Figure 1. Routed metal, one color a layer.
Two of the layers only.
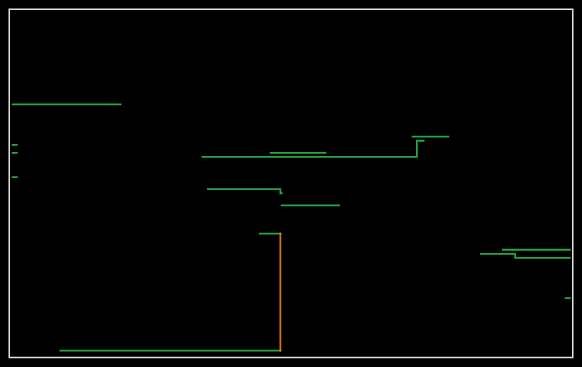
Figure 2. Track usage over the die.
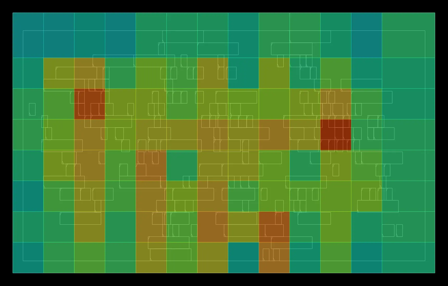
Figure 3. Ports around the boundary.
Pins as bars across the die edge, other pins in gray.
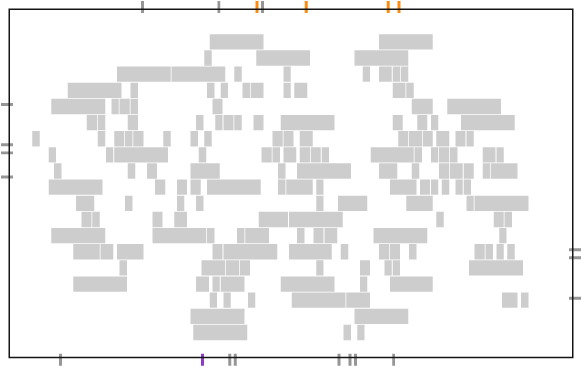
==> config.mk <==
export PLATFORM = sky130hd
export DESIGN_NAME = seq_divider_nbit
export DESIGN_NICKNAME = d
export VERILOG_FILES = /design/src/rtl/seq_divider_nbit.sv
export SDC_FILE = /design/constraint.sdc
export NUM_CORES = 1
export LEC_CHECK = 0
export ABC_AREA = 1
export CAP_MARGIN = 20
export CORE_ASPECT_RATIO = 0.6
export CORE_MARGIN = 2
export CORE_UTILIZATION = 30
export DETAILED_ROUTE_END_ITERATION = 6
export DONT_BUFFER_PORTS = 1
export PLACE_DENSITY = 0.43
export SKIP_LAST_GASP = 1
export SYNTH_ARGS = -nofsm -noshare
export SYNTH_HDL_FRONTEND = slang
export SYNTH_SLANG_ARGS = --single-unit
==> constraint.sdc <==
create_clock -name in_clk -period 2.3 [get_ports in_clk]
set_clock_uncertainty 0.2 [all_clocks]
set_input_delay 0.69 -clock in_clk [delete_from_list [all_inputs] [get_ports in_clk]]
set_output_delay 0.69 -clock in_clk [all_outputs]
set_load 0.005 [all_outputs]
==> changes_impl.md <==
### Implementation results

* Flop area at 701 µm²
* Largest cell class: registers
* Post_cts resized at 0
* Number of clock buffers in the layout at 3
* GRT overflow at 0
* Clock Latency Late Sink at 270 ps
* Yosys reg bits at 28
* DR vias/cell at 4.72
* Metal-1 WL at 1710 µm
* Kind of critical path: flip-flop to flip-flop
* Met2 usage at 0.177
* Detailed-route DRC error count at 0
* FILL cells at 520
* Post-Synthesis Cells at 172
* Rel. slew slack at 0.748
* Crit. path cell count at 9
* Cell Type Count at 26
* Top routing layer used: met4
* Logic area at 638 µm²
* Fraction of registers with async set/reset at 1.00
* CP Launch Type: flip-flop
* Worst hold path class: primary input to asynchronous set/reset pin
* Worst-case vdd ir drop at 0.357 mV
* Syn-to-layout area delta at 7.52%
* Ys flop type: dfrtp_1
* Post-synth EDFFs at 0
* Logic pwr share at 0.505
* Crit path DAT at 1920 ps
* CTS tree: done
* XOR Share, Synth at 0.00592
* Top logic family: simple AND/OR/NAND/NOR gates
* Post-CTS Hold Buffers at 0
* First-pass GRT wire length at 5350 µm
* Cell-internal power at 1.27 mW
* Seq area share at 0.440
* Final cell count without fillers at 237
* Adder Share, Synth at 0.0642
* Synth area leader: dfrtp_1
* Initial antenna violation count at 0
* Critical-path cell list: ha_1, inv_1, nor2_2, nand3_2, nand3_1, nand3_1, nand3_1, nand2_1, inv_1
* CP required at 2320 ps
* Syn nets at 190
* Top post-synthesis cells by count: 30 x nand2_1, 28 x dfrtp_1, 26 x inv_1
* Nets at 194
* Layout non-clock buf frac at 0.00472
* Clk tree area frac at 0.0259
* P_seq at 0.894 mW
* Leak at 0.828 nW
* Invs w/o clock at 32
* Max frequency at 527 MHz
* Router iterations before antenna repair at 4
* Mux frac, synth at 0
* Combinational share of cell area at 0.401
* Largest delay share family, worst path: simple AND/OR/NAND/NOR gates
* Max-cap viol count at 0
* PD cells at 1480 mW/mm²
* Status: finished clean
* Aoi share at 0.0854
* Routability congestion estimate at 0.771
* Grt met3 use at 0.0461
* Critical Path Max Stage Delay at 420 ps
* Most frequent logic cell in the layout: nand2_1
* Clock network fraction of design power at 0.115
* Crit Path Max Fanout at 5
* Die Area at 0.00553 mm²
* Antenna cell count at 0
* Hold Worst Slack at 168 ps
* Sw frac at 0.462
* Post-CTS Setup Repair Bufs at 0
* Placed cell areas at 0.00155 mm²
* HPWL Detailed at 2380 µm
* Number of global-route vias before repair at 1,061
* R2R setup slack at 400 ps
* Largest net degree at the start of global routing at 29
* Crit-path most repeated cell: nand3_1
* Ratio of cells with drive above 1 in the final layout at 0.109
* Clock distribution power at 0.271 mW
* Hold Fails Final Rpt at 0
* WL met2 at 1280 µm
* GR Layer Usage met1 at 0.192
* Comb pwr at 1.19 mW
Notes on Figure 1 above:
- metal 3: green (wire length 166 µm)
- metal 4: orange (wire length 19.7 µm)
DR WL/cell: 13.4 µm
WL final: 3180 µm
gr usage total: 0.128
via count: 1,118

Notes on Figure 2 above:
Most Crowded Layer GR: met1
final core occ: 0.342

Notes on Figure 3 above:
- out_div_zero: purple (pins 1; direction output; edge bottom)
- out_remainder: orange (pins 4; direction output; edge top)
- all pins by edge: 8 bottom, 7 top, 4 left, 3 right
# port buffers: 0
die height: 58.4 µm
Die X: 94.7 µm

No activity file was given, so power comes from the tool's default toggle rates.
